`config.mk`:
```
export PLATFORM = sky130hd
export DESIGN_NAME = state_sequencer
export DESIGN_NICKNAME = d
export VERILOG_FILES = /design/src/rtl/proc_pkg.sv /design/src/rtl/opcode_dispatch.sv /design/src/rtl/state_sequencer.sv
export SDC_FILE = /design/constraint.sdc
export NUM_CORES = 1
export LEC_CHECK = 0
export ABC_AREA = 1
export CORE_MARGIN = 2
export CORE_UTILIZATION = 52
export CTS_CLUSTER_SIZE = 25
export DETAILED_ROUTE_END_ITERATION = 8
export PLACE_DENSITY_LB_ADDON = 0.1
export SKIP_CTS_REPAIR_TIMING = 1
export SLEW_MARGIN = 20
export SYNTH_ARGS = -nofsm -noshare
export SYNTH_HDL_FRONTEND = slang
export SYNTH_SLANG_ARGS = --single-unit
export TNS_END_PERCENT = 1
```
`constraint.sdc`:
```
create_clock -name clock -period 1.85 [get_ports clock]
set_input_delay 0.4625 -clock clock [delete_from_list [all_inputs] [get_ports clock]]
set_output_delay 0.4625 -clock clock [all_outputs]
set_load 0.03 [all_outputs]
```
`src/rtl/proc_pkg.sv`:
```
// Shared processor definitions: state codes (also decoded by the control unit),
// opcode constants and the default opcode width.
package proc_pkg;

  localparam int OPC_W_DEF = 8;

  typedef enum logic [5:0] {
    ST_IDLE      = 6'd0,
    ST_FETCH1    = 6'd1,
    ST_FETCH2    = 6'd2,
    ST_FETCH3    = 6'd3,
    ST_FETCH4    = 6'd4,
    ST_FETCH5    = 6'd5,
    ST_FETCH6    = 6'd6,
    ST_LDR11     = 6'd7,
    ST_LDR12     = 6'd8,
    ST_LDR13     = 6'd9,
    ST_LDR14     = 6'd10,
    ST_LDR21     = 6'd11,
    ST_LDR22     = 6'd12,
    ST_LDR23     = 6'd13,
    ST_LDR24     = 6'd14,
    ST_STAC1     = 6'd15,
    ST_STAC2     = 6'd16,
    ST_STAC3     = 6'd17,
    ST_STAC4     = 6'd18,
    ST_ADD       = 6'd19,
    ST_MUL       = 6'd20,
    ST_STEP_WAIT = 6'd21
  } state_e;

  localparam logic [7:0] OP_NOP  = 8'h00;
  localparam logic [7:0] OP_LDR1 = 8'h01;
  localparam logic [7:0] OP_LDR2 = 8'h02;
  localparam logic [7:0] OP_STAC = 8'h03;
  localparam logic [7:0] OP_ADD  = 8'h04;
  localparam logic [7:0] OP_MUL  = 8'h05;
  localparam logic [7:0] OP_END  = 8'hFF;

endpackage

```
`src/rtl/opcode_dispatch.sv`:
```
// Combinational opcode decode used at the fetch6 decision: first microstate of the
// instruction's chain plus NOP/END/illegal classification.
module opcode_dispatch
  import proc_pkg::*;
#(
  parameter int OPC_W = OPC_W_DEF
) (
  input  logic [OPC_W-1:0] opcode,
  output state_e           first_state,
  output logic             is_nop,
  output logic             is_end,
  output logic             is_illegal
);

  always_comb begin
    first_state = ST_FETCH1;
    is_nop      = 1'b0;
    is_end      = 1'b0;
    is_illegal  = 1'b0;
    if (opcode == OPC_W'(OP_NOP))       is_nop = 1'b1;
    else if (opcode == OPC_W'(OP_LDR1)) first_state = ST_LDR11;
    else if (opcode == OPC_W'(OP_LDR2)) first_state = ST_LDR21;
    else if (opcode == OPC_W'(OP_STAC)) first_state = ST_STAC1;
    else if (opcode == OPC_W'(OP_ADD))  first_state = ST_ADD;
    else if (opcode == OPC_W'(OP_MUL))  first_state = ST_MUL;
    else if (opcode == OPC_W'(OP_END))  is_end = 1'b1;
    else                                is_illegal = 1'b1;
  end

endmodule

```
`src/rtl/state_sequencer.sv`:
```
// Processor state sequencer: fetch, opcode dispatch, microstate chains, stall,
// halt/illegal pulses and retire counter. Optional SEQ_SINGLE_STEP_EN adds step/step_wait.
module state_sequencer
  import proc_pkg::*;
#(
  parameter int OPC_W = OPC_W_DEF,
  parameter int CNT_W = 16
) (
  input  logic             clock,
  input  logic             reset_n,
  input  logic             start,
  input  logic             stall,
`ifdef SEQ_SINGLE_STEP_EN
  input  logic             step,
`endif
  input  logic [OPC_W-1:0] opcode,
  output logic [5:0]       state,
  output logic             busy,
  output logic             done,
  output logic             illegal,
  output logic [CNT_W-1:0] instr_count
);

`ifdef SEQ_SINGLE_STEP_EN
  localparam state_e RET_ST = ST_STEP_WAIT;
`else
  localparam state_e RET_ST = ST_FETCH1;
`endif

  state_e state_q;
  state_e first_state;
  logic   is_nop, is_end, is_illegal;

  opcode_dispatch #(.OPC_W(OPC_W)) u_dispatch (
    .opcode      (opcode),
    .first_state (first_state),
    .is_nop      (is_nop),
    .is_end      (is_end),
    .is_illegal  (is_illegal)
  );

  // start is sampled only in idle; stall freezes every other state.
  always_ff @(posedge clock or negedge reset_n) begin
    if (!reset_n) begin
      state_q     <= ST_IDLE;
      busy        <= 1'b0;
      done        <= 1'b0;
      illegal     <= 1'b0;
      instr_count <= '0;
    end else begin
      done    <= 1'b0;
      illegal <= 1'b0;
      if (state_q == ST_IDLE) begin
        if (start) begin
          state_q <= ST_FETCH1;
          busy    <= 1'b1;
        end
      end else if (!stall) begin
        busy <= 1'b1;
        case (state_q)
          ST_FETCH1: state_q <= ST_FETCH2;
          ST_FETCH2: state_q <= ST_FETCH3;
          ST_FETCH3: state_q <= ST_FETCH4;
          ST_FETCH4: state_q <= ST_FETCH5;
          ST_FETCH5: state_q <= ST_FETCH6;
          ST_FETCH6: begin
            if (is_end) begin
              state_q <= ST_IDLE;
              busy    <= 1'b0;
              done    <= 1'b1;
            end else if (is_illegal) begin
              state_q <= RET_ST;
              illegal <= 1'b1;
            end else if (is_nop) begin
              state_q     <= RET_ST;
              instr_count <= instr_count + 1'b1;
            end else begin
              state_q <= first_state;
            end
          end
          ST_LDR11: state_q <= ST_LDR12;
          ST_LDR12: state_q <= ST_LDR13;
          ST_LDR13: state_q <= ST_LDR14;
          ST_LDR21: state_q <= ST_LDR22;
          ST_LDR22: state_q <= ST_LDR23;
          ST_LDR23: state_q <= ST_LDR24;
          ST_STAC1: state_q <= ST_STAC2;
          ST_STAC2: state_q <= ST_STAC3;
          ST_STAC3: state_q <= ST_STAC4;
          ST_LDR14, ST_LDR24, ST_STAC4, ST_ADD, ST_MUL: begin
            state_q     <= RET_ST;
            instr_count <= instr_count + 1'b1;
          end
`ifdef SEQ_SINGLE_STEP_EN
          ST_STEP_WAIT: if (step) state_q <= ST_FETCH1;
`endif
          // Unused codes (including 21 without single-step) recover to idle.
          default: begin
            state_q <= ST_IDLE;
            busy    <= 1'b0;
          end
        endcase
      end
    end
  end

  assign state = state_q;

endmodule

```
floorplan.png
Scale bar: 20 um. Pins as bars on the die edge. Tap cells in grey.
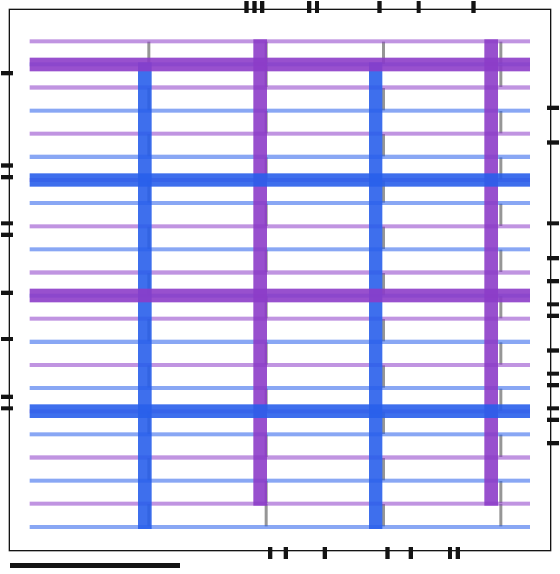
[purple] VDD
[blue] VSS
tap cells: 46
signal pins: 37
met5 straps: 4

class_map.png
Scale bar: 20 um.
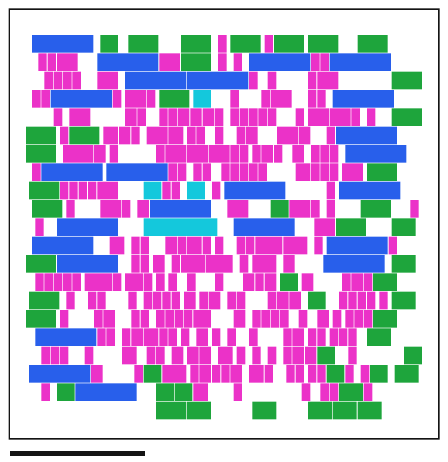
[blue] registers | cells: 24
[magenta] remaining logic cells | cells: 259
[cyan] clock drivers and dummy loads | cells: 4
[green] remaining buffers and delay cells | cells: 47

clock_wires.png
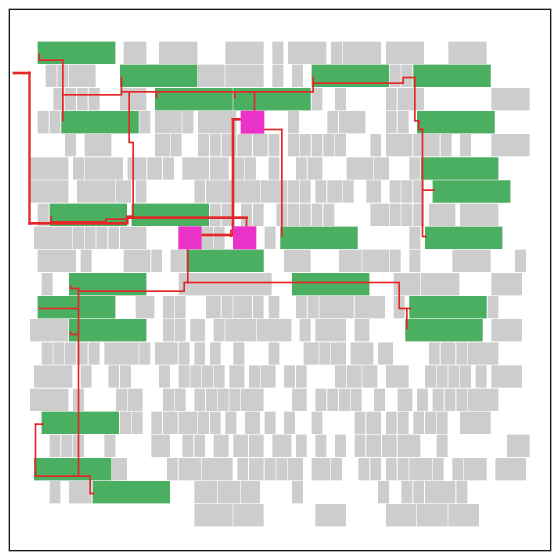
[magenta] clock-net drivers | count: 3
[green] flip-flops | count: 24
[red] clock wires | length: 294 um
routed clock nets: 4

==> results.py <==
# Auto-generated metrics
metrics = {
    "outcome": {
        "status": "complete, no violations",
    },
    "critical_path": {
        "critPathMaxFanout": 1,
        "worstReg2RegEnd": "instr_count[13]",
        "worst_path_max_delay_cell": "clkdlybuf4s50_1",
        "worst-path-buf-inv": 1,
        "path_cells": "clkdlybuf4s50_1",
        "crit_family": "buffers and inverters",
        "arrival_ns": 1.31,
        "end_kind": "output pin",
    },
    "power_and_ir_drop": {
        "power_density_nw_per_um2": 1130,
        "total_power_mw": 2.72,
        "pwr-share-clk": 0.141,
        "p_comb_frac": 0.548,
        "comb_cell_power_mw": 1.49,
    },
    "place": {
        "place_area_sq_um": 2300,
        "io_buffers": 35,
        "routabilityCongestion": 0.889,
    },
    "finish": {
        "nClkBuffers": 3,
        "logic_area_sq_um": 1060,
        "diodes": 0,
        "num-nets-final": 348,
        "fin_cells": 380,
    },
    "clock_tree": {
        "htreeDepth": 1,
        "numCtsBuffers": 3,
    },
    "detailed_routing": {
        "drc_errors": 0,
        "highest_layer": "met4",
        "routed_wl_um": 4200,
        "vias": 1894,
        "viasPerCell": 4.98,
    },
    "yosys": {
        "top_cells_by_area": "dfrtp_1 33%, nand2_1 22%, nor2_1 7.5%, nand3_1 7.1%, inv_1 6.7%",
        "ys_async_sr_fraction": 1.00,
        "ys_chip_area_sq_um": 1840,
        "edf_count": 0,
        "yosysMostFrequentCell": "nand2_1",
        "top_cell_area_share": 0.326,
        "ys_sh_aoi": 0.0727,
    },
    "die": {
        "initCoreUtil": 0.548,
        "fp.dieW_um": 63.5,
    },
    "global_route": {
        "grt_pass1_wl_um": 7460,
        "met2_usage": 0.349,
    },
    "sta": {
        "finalCriticalPeriod_ns": 1.77,
        "skew_ns": 0.0156,
        "fin_ws_ns": 0.0787,
    },
}
layers.png
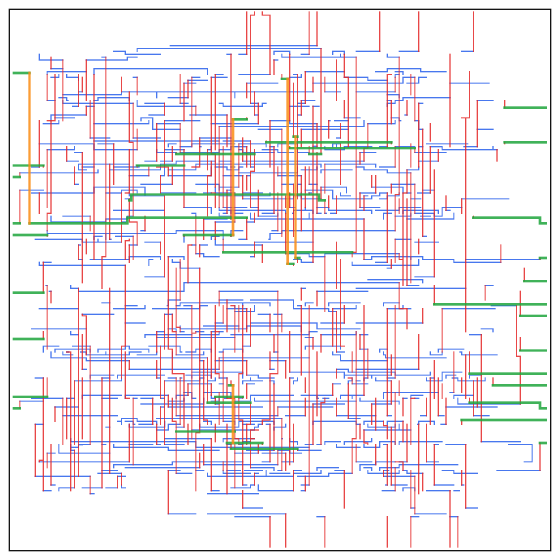
[green] M3 | wire length: 247 um
[orange] M4 | wire length: 74.1 um
[red] M2 | wire length: 1,840 um
[blue] M1 | wire length: 2,050 um

congestion_map.png
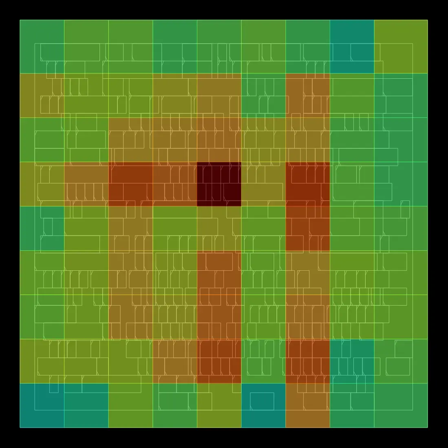
Util after Layout: 0.717
met3 Use GR: 0.0339
met1 Usage GRT: 0.331
GRT Overall Usage: 0.228

[layout by cell type (no fill, tap or decap), types with 3 or more instances in the layout]
master | Yosys | routed
nor3_1 | 4 | 4
nand3_1 | 26 | 26
nor2_1 | 37 | 37
clkdlybuf4s50_1 | 0 | 13
nand4_1 | 4 | 4
nand3_2 | 4 | 4
inv_2 | 5 | 5
nor2_2 | 3 | 3
buf_4 | 1 | 12
clkbuf_4 | 0 | 3
dlymetal6s2s_1 | 0 | 22
o21ai_0 | 4 | 4
dfrtp_1 | 24 | 24
nand2_1 | 107 | 107
o21ai_2 | 11 | 11
xor2_1 | 9 | 9
inv_1 | 33 | 33
[registers in the layout, summed over array words and instances, names as in the netlist]
name and cells:
instr_count 16, busy 1, state 5, illegal 1, done 1
Power and IR drop assume default switching activity.
